run_1/met1.png
The bar under the picture is 20 µm long. Supply wires on this layer in gray.
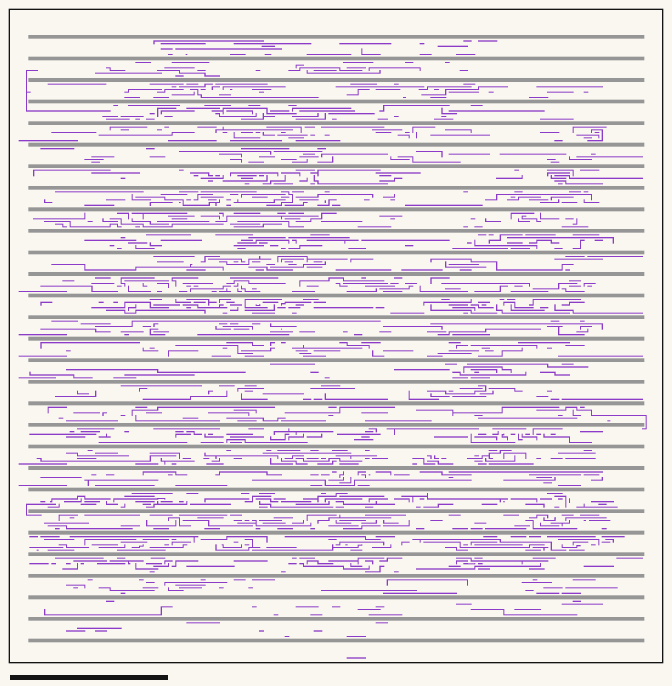
run_1/met2.png
Cells faint in the background.
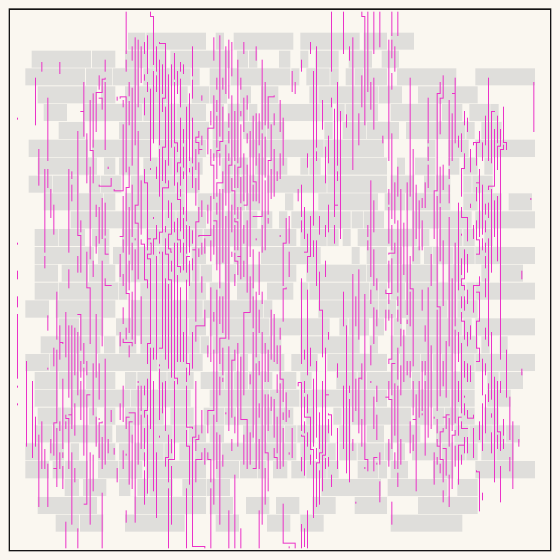
run_1/met3.png
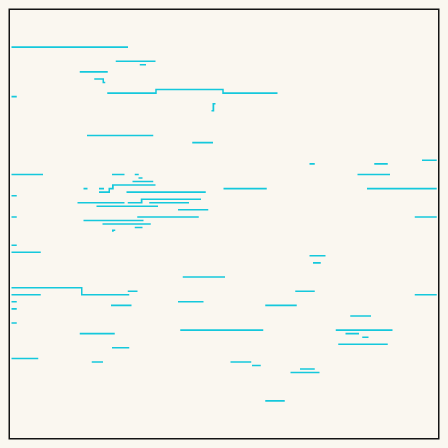
`src/rtl/geom_sched_pkg.sv`:
```
// Shared types and constants for the geometry frame scheduler.
package geom_sched_pkg;

    // Frame sequencer states; encodings are visible on the debug port.
    typedef enum logic [2:0] {
        S_IDLE    = 3'd0,
        S_CLEAR   = 3'd1,
        S_ADVANCE = 3'd2,
        S_LAUNCH  = 3'd3,
        S_RUN     = 3'd4,
        S_DRAIN   = 3'd5,
        S_SWAP    = 3'd6
    } state_e;

    localparam int CNT_W_DEF = 16;
    localparam int OVR_W     = 8;

    // True in the states where a frame can hang and the watchdog must run.
    function automatic logic in_watched_state(input state_e s);
        return (s == S_CLEAR) || (s == S_ADVANCE) || (s == S_LAUNCH) ||
               (s == S_RUN)   || (s == S_DRAIN);
    endfunction

endpackage

```
`src/rtl/geom_watchdog.sv`:
```
// Frame watchdog: counts enabled cycles since the last clear and flags the
// cycle in which the count reaches TIMEOUT_CYCLES-1.
module geom_watchdog #(
    parameter int TIMEOUT_CYCLES = 2000000
) (
    input  logic i_clk,
    input  logic i_rst,
    input  logic i_clear,
    input  logic i_enable,
    output logic o_terminal
);

    localparam int W = $clog2(TIMEOUT_CYCLES) + 1;
    // r_count holds completed cycles, so the edge that makes it TIMEOUT_CYCLES-1
    // is the one taken while it still reads TIMEOUT_CYCLES-2.
    localparam logic [W-1:0] TERM = W'(TIMEOUT_CYCLES - 2);

    logic [W-1:0] r_count;
    logic         w_at_term;

    assign w_at_term  = (r_count == TERM);
    assign o_terminal = i_enable & ~i_clear & w_at_term;

    // Cycle counter: cleared while idle, advances while a frame is in flight.
    always_ff @(posedge i_clk or posedge i_rst) begin
        if (i_rst) begin
            r_count <= {W{1'b0}};
        end else if (i_clear) begin
            r_count <= {W{1'b0}};
        end else if (i_enable && !w_at_term) begin
            r_count <= r_count + {{(W-1){1'b0}}, 1'b1};
        end else begin
            r_count <= r_count;
        end
    end

endmodule

```
`src/rtl/geom_frame_scheduler.sv`:
```
// Per-frame sequencer: clear, advance MVP index, launch geometry, count
// vertices, wait for raster drain, then swap. Guarded by a watchdog.
module geom_frame_scheduler
    import geom_sched_pkg::*;
#(
    parameter int TIMEOUT_CYCLES = 2000000,
    parameter int CNT_W          = CNT_W_DEF
) (
    input  logic             i_clk,
    input  logic             i_rst,
    input  logic             i_enabled,
    input  logic             i_vsync,
    input  logic             i_clear_done,
    input  logic             i_geom_busy,
    input  logic             i_vertex_valid,
    input  logic             i_raster_idle,
    input  logic             i_clear_status,
    output logic             o_clear_req,
    output logic             o_increment_frame,
    output logic             o_geom_start,
    output logic             o_swap_buffers,
    output logic             o_frame_done,
    output logic [CNT_W-1:0] o_vertex_count,
    output logic             o_timeout,
    output logic [OVR_W-1:0] o_overrun_count,
    output logic [2:0]       o_state
);

    state_e             r_state;
    logic               r_vsync_prev;
    logic               r_clear_req;
    logic               r_increment_frame;
    logic               r_geom_start;
    logic               r_swap_buffers;
    logic               r_frame_done;
    logic [CNT_W-1:0]   r_vertex_count;
    logic [CNT_W-1:0]   r_vcount;
    logic               r_timeout;
    logic [OVR_W-1:0]   r_overrun_count;

    logic w_tick;
    logic w_start;
    logic w_overrun;
    logic w_wd_enable;
    logic w_wd_clear;
    logic w_wd_terminal;

    assign w_tick      = i_vsync & ~r_vsync_prev;
    assign w_start     = w_tick & i_enabled & ~i_geom_busy & (r_state == S_IDLE);
    // Any tick that cannot start a frame is dropped and counted, except a
    // disabled idle tick with the engine free, which is simply ignored.
    assign w_overrun   = w_tick & ((r_state != S_IDLE) | i_geom_busy);
    assign w_wd_enable = in_watched_state(r_state);
    assign w_wd_clear  = (r_state == S_IDLE);

    geom_watchdog #(
        .TIMEOUT_CYCLES(TIMEOUT_CYCLES)
    ) u_watchdog (
        .i_clk     (i_clk),
        .i_rst     (i_rst),
        .i_clear   (w_wd_clear),
        .i_enable  (w_wd_enable),
        .o_terminal(w_wd_terminal)
    );

    // Status registers: sticky timeout and saturating overrun count; events beat clears.
    always_ff @(posedge i_clk or posedge i_rst) begin
        if (i_rst) begin
            r_vsync_prev    <= 1'b0;
            r_timeout       <= 1'b0;
            r_overrun_count <= {OVR_W{1'b0}};
        end else begin
            r_vsync_prev <= i_vsync;
            if (w_wd_terminal) begin
                r_timeout <= 1'b1;
            end else if (i_clear_status) begin
                r_timeout <= 1'b0;
            end else begin
                r_timeout <= r_timeout;
            end
            if (w_overrun) begin
                if (r_overrun_count != {OVR_W{1'b1}}) begin
                    r_overrun_count <= r_overrun_count + {{(OVR_W-1){1'b0}}, 1'b1};
                end else begin
                    r_overrun_count <= r_overrun_count;
                end
            end else if (i_clear_status) begin
                r_overrun_count <= {OVR_W{1'b0}};
            end else begin
                r_overrun_count <= r_overrun_count;
            end
        end
    end

    // Frame FSM with registered handshake outputs; the watchdog abort overrides every state.
    always_ff @(posedge i_clk or posedge i_rst) begin
        if (i_rst) begin
            r_state           <= S_IDLE;
            r_clear_req       <= 1'b0;
            r_increment_frame <= 1'b0;
            r_geom_start      <= 1'b0;
            r_swap_buffers    <= 1'b0;
            r_frame_done      <= 1'b0;
            r_vertex_count    <= {CNT_W{1'b0}};
            r_vcount          <= {CNT_W{1'b0}};
        end else begin
            r_increment_frame <= 1'b0;
            r_swap_buffers    <= 1'b0;
            r_frame_done      <= 1'b0;
            if (w_wd_terminal) begin
                r_state      <= S_IDLE;
                r_clear_req  <= 1'b0;
                r_geom_start <= 1'b0;
            end else begin
                case (r_state)
                    S_IDLE: begin
                        if (w_start) begin
                            r_state     <= S_CLEAR;
                            r_clear_req <= 1'b1;
                            r_vcount    <= {CNT_W{1'b0}};
                        end
                    end
                    S_CLEAR: begin
                        if (i_clear_done) begin
                            r_clear_req       <= 1'b0;
                            r_increment_frame <= 1'b1;
                            r_state           <= S_ADVANCE;
                        end
                    end
                    S_ADVANCE: begin
                        r_geom_start <= 1'b1;
                        r_state      <= S_LAUNCH;
                    end
                    S_LAUNCH: begin
                        if (i_geom_busy) begin
                            r_geom_start <= 1'b0;
                            r_state      <= S_RUN;
                        end
                    end
                    S_RUN: begin
                        // A strobe in the cycle busy drops still belongs to this frame.
                        if (i_vertex_valid && (r_vcount != {CNT_W{1'b1}})) begin
                            r_vcount <= r_vcount + {{(CNT_W-1){1'b0}}, 1'b1};
                        end
                        if (!i_geom_busy) begin
                            r_state <= S_DRAIN;
                        end
                    end
                    S_DRAIN: begin
                        if (i_raster_idle) begin
                            r_swap_buffers <= 1'b1;
                            r_frame_done   <= 1'b1;
                            r_vertex_count <= r_vcount;
                            r_state        <= S_SWAP;
                        end
                    end
                    S_SWAP: begin
                        r_state <= S_IDLE;
                    end
                    default: begin
                        r_state      <= S_IDLE;
                        r_clear_req  <= 1'b0;
                        r_geom_start <= 1'b0;
                    end
                endcase
            end
        end
    end

    assign o_clear_req       = r_clear_req;
    assign o_increment_frame = r_increment_frame;
    assign o_geom_start      = r_geom_start;
    assign o_swap_buffers    = r_swap_buffers;
    assign o_frame_done      = r_frame_done;
    assign o_vertex_count    = r_vertex_count;
    assign o_timeout         = r_timeout;
    assign o_overrun_count   = r_overrun_count;
    assign o_state           = r_state;

endmodule
```
`config.mk`:
```
export PLATFORM = sky130hd
export DESIGN_NAME = geom_frame_scheduler
export DESIGN_NICKNAME = d
export VERILOG_FILES = /design/src/rtl/geom_sched_pkg.sv /design/src/rtl/geom_watchdog.sv /design/src/rtl/geom_frame_scheduler.sv
export SDC_FILE = /design/constraint.sdc
export NUM_CORES = 1
export LEC_CHECK = 0
export ABC_CLOCK_PERIOD_IN_PS = 5660
export CORE_MARGIN = 2
export CORE_UTILIZATION = 61
export CTS_CLUSTER_DIAMETER = 30
export DETAILED_ROUTE_END_ITERATION = 6
export GPL_TIMING_DRIVEN = 0
export PLACE_DENSITY = 0.86
export SLEW_MARGIN = 0
export SYNTH_ARGS = -nofsm -noshare
export SYNTH_HDL_FRONTEND = slang
export SYNTH_HIERARCHICAL = 1
export SYNTH_SLANG_ARGS = --single-unit
```
`constraint.sdc`:
```
create_clock -name i_clk -period 5.66 [get_ports i_clk]
set_clock_uncertainty 0.15 [all_clocks]
set_input_delay 1.132 -clock i_clk [delete_from_list [all_inputs] [get_ports i_clk]]
set_output_delay 1.132 -clock i_clk [all_outputs]
set_load 0.01 [all_outputs]
```
==> impl_metrics.ini, run 1 <==
; implementation run metrics
[outcome]
status = completed

[finish]
seq_share_pct = 39.0
fin_nets = 440
comb_area_share_pct = 39.9
area_growth_pct = 21.9
regArea_um2 = 1780
flops = 71

[global_routing]
grt_max_degree = 37
antenna_found_initial = 0
grt_first_pass_wirelength_um = 14300

[final_timing]
final_hold_viol_count = 0
setup_viol = 0
maxSlewHeadroom_pct = 39.7

[power]
clk-power_w = 0.000587
power.group.top = registers
p_comb_w = 0.000545

[setup_path]
slowest_stage = clkbuf_1
cpLargestDelayFamily = simple AND/OR/NAND/NOR gates
rr_worst_depth = 11
worstSetupStartpoint = u_watchdog/r_count[0]$_DFFE_PP0P_
r2r-start = u_watchdog/r_count[0]$_DFFE_PP0P_
required_ns = 5.75
crit_end = o_vertex_count[13]$_DFFE_PP0P_

[placement]
dpl-instance-area_um2 = 4260
gp_congestion = 0.851

[synthesis]
synthCells = 374
ys.warnings.count = 6
async_flop_share_pct = 100
yosys_cells = 374
synth.most_common_cell = dfrtp_1
ys_ff = 71
aoi_share_pct = 15.5
syn_area_um2 = 3740
synth-main-ff-cell = dfrtp_1
ys_seq_share_pct = 47.5
yosys.area.top_type = dfrtp_1

[clock_network]
clock-root-buffer = clkbuf_8

[detailed_routing]
dr.pass1.iters = 5
antenna_left = 0

[hold_path]
min_from = o_vertex_count[6]$_DFFE_PP0P_
min_path_cells = 2

[floorplanning]
chipArea_um2 = 6770
die_h_um = 82.3

[flow_run]
maxCapViolations = 0
Notes on met1.png above:
wire length on this layer: 3700 µm
main direction: horizontal
routing usage on met1: 36.2%
Vias: 3199

Notes on met2.png above:
main direction: vertical
share of all routed wire: 50%
nets with wire on the layer: 388
wire length on this layer: 4390 µm
longest straight run: 32.0 µm

Notes on met3.png above:
longest straight run: 22.1 µm
share of all routed wire: 4.5%
wire length on this layer: 395 µm
main direction: horizontal

## run 1: flip-flops by register name, indices dropped and copies added, names as in the netlist
signal	cells
o_clear_req	1
o_frame_done	1
o_geom_start	1
o_increment_frame	1
o_overrun_count	8
o_state	3
o_timeout	1
o_vertex_count	16
r_vcount	16
r_vsync_prev	1
u_watchdog/r_count	22
## run 1: metal layers
| layer | wire [µm] | up-vias | global-route usage (%) |
|---|---|---|---|
| met2 | 4390 | 106 | 46.0 |
| met4 | 238 | 0 | 12.2 |
| met5 | 0 | - | 0 |
| met3 | 395 | 24 | 4.24 |
| li1 | - | 1497 | - |
| met1 | 3700 | 1572 | 36.2 |
==> run 2: changes to the inputs <==
ABC_CLOCK_PERIOD_IN_PS = 3400   (was 5660)
CORE_UTILIZATION = 56   (was 61)
PLACE_DENSITY = 0.8   (was 0.86)
clock period = 3.4 ns   (was 5.66 ns; I/O delays follow)
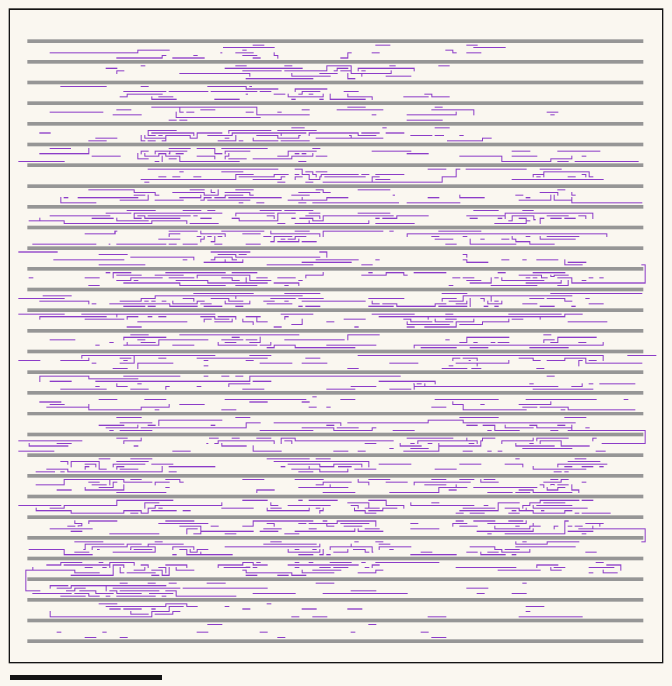
run_2/met1.png
The bar under the picture is 20 µm long. Supply wires on this layer in gray.
longest straight run: 32.2 µm
share of all routed wire: 44%
Vias: 3119
routing usage on met1: 32.2%
Total Wirelength: 8470 µm

==> run 2 against run 1 <==
Setup slack got worse by 1.9 ns. Wire length decreased by 3.0%. Via count fell by 2.5%. Sequential power is 66% higher. Final cell count is 0.79% higher. First-iteration DRC count is 14% lower. Synthesized cell count did not move. Sequential share of layout area about the same. Clock power up 49%. Global-route usage shrank 3.3 points. Total power is 62% higher. Area after synthesis unchanged. Critical path type unchanged. Highest routed layer unchanged.
==> impl_metrics.ini, run 2 <==
; implementation run metrics
[synthesis]
postSynthAreaPerCell_um2 = 9.99
async_flop_share_pct = 100
synthCells = 374
synth_cell_types = 61
synth-main-ff-cell = dfrtp_1
yosys_cells = 374
ys.warnings.count = 6
yosys.area.top_type = dfrtp_1
synth.most_common_cell = dfrtp_1
syn_area_um2 = 3740
ys_ff = 71
ys_seq_share_pct = 47.5

[floorplanning]
core-area_um2 = 6390
chipArea_um2 = 7340
die_h_um = 85.7
ioPinCount = 42

[final_timing]
maxClockFrequency_mhz = 308
maxSlewHeadroom_pct = 34.6
post-route-period-util_pct = 95.3
worst_slack_ns = 0.158
final_hold_viol_count = 0
finalCriticalPeriod_ns = 3.24
setup_viol = 0

[placement]
placed_cells = 493
gp_congestion = 0.873
io_buffer_count = 41
pre_cts_slack_ns = -0.236
dpl-instance-area_um2 = 4260
dpl.hpwl_um = 5790

[hold_path]
min_path_cells = 2
min_path_type = flop to flop
min_from = o_vertex_count[7]$_DFFE_PP0P_

[finish]
regArea_um2 = 1780
fin_nets = 442
largest_register_ffs = 22
top_register = u_watchdog/r_count
area_growth_pct = 22.0

[global_routing]
grt_util_met3_pct = 5.49
grt_max_degree = 37
use_met2_pct = 39.0
grt.busiest_layer = met2
grt_first_pass_wirelength_um = 14300
antenna_found_initial = 0
grtUsageTotal_pct = 24.5

[clock_network]
cts_setup_buffers = 0
clock-root-buffer = clkbuf_8
clock_sinks = 71

[power]
p_clk_share_pct = 29.5
clk-power_w = 0.000877
pwr-share-seq_pct = 39.4
p_comb_w = 0.000925
power.group.top = registers
p_leak_nw = 1.97
p_int_w = 0.00198

[setup_path]
slowest_stage = dfrtp_1
required_ns = 3.47
path_buffers = 3
cpLargestDelayFamily = simple AND/OR/NAND/NOR gates
rr_worst_depth = 11
max_stage_delay_ns = 0.45
worstSetupStartpoint = u_watchdog/r_count[0]$_DFFE_PP0P_
r2r-start = u_watchdog/r_count[0]$_DFFE_PP0P_
crit_end = r_vcount[3]$_DFFE_PP0P_

[detailed_routing]
met1_length_um = 3690
viasPerCell = 6.10
antenna_left = 0
dr_wl_met3_um = 422
top_layer_used = met4
dr.pass1.iters = 4
wl_met2_um = 4200

[flow_run]
maxCapViolations = 0

[outcome]
status = completed
## run 2: cell counts after synthesis
No cell type changed its count.
## run 2: worst min-delay path, stage by stage, from the launching register on
cell and delay (ns):
dfrtp_1 0.34, nand2_1 0.05, o21ai_0 0.06
## run 2: area by class of cell
type / count / area share [%]
Buffer: 18 / 2.11
Inverter: 14 / 1.15
Multi-Input combinational cell: 271 / 40.2
Tap cell: 77 / 2.11
Clock buffer: 10 / 2.80
Sequential cell: 71 / 39.0
Timing Repair Buffer: 44 / 9.77
Clock inverter: 6 / 2.91
## run 2: cell families after synthesis
logic type,after synthesis,synth area share [%]
and+or+nand+nor,154,24.4
AOI/OAI and AO/OA,85,15.5
DFF,71,47.5
buffers and inverters,32,3.82
xor gates and xnor gates,16,3.75
muxes,12,3.62
adders and majority gates,4,1.34
No activity file was given, so power comes from the tool's default toggle rates.
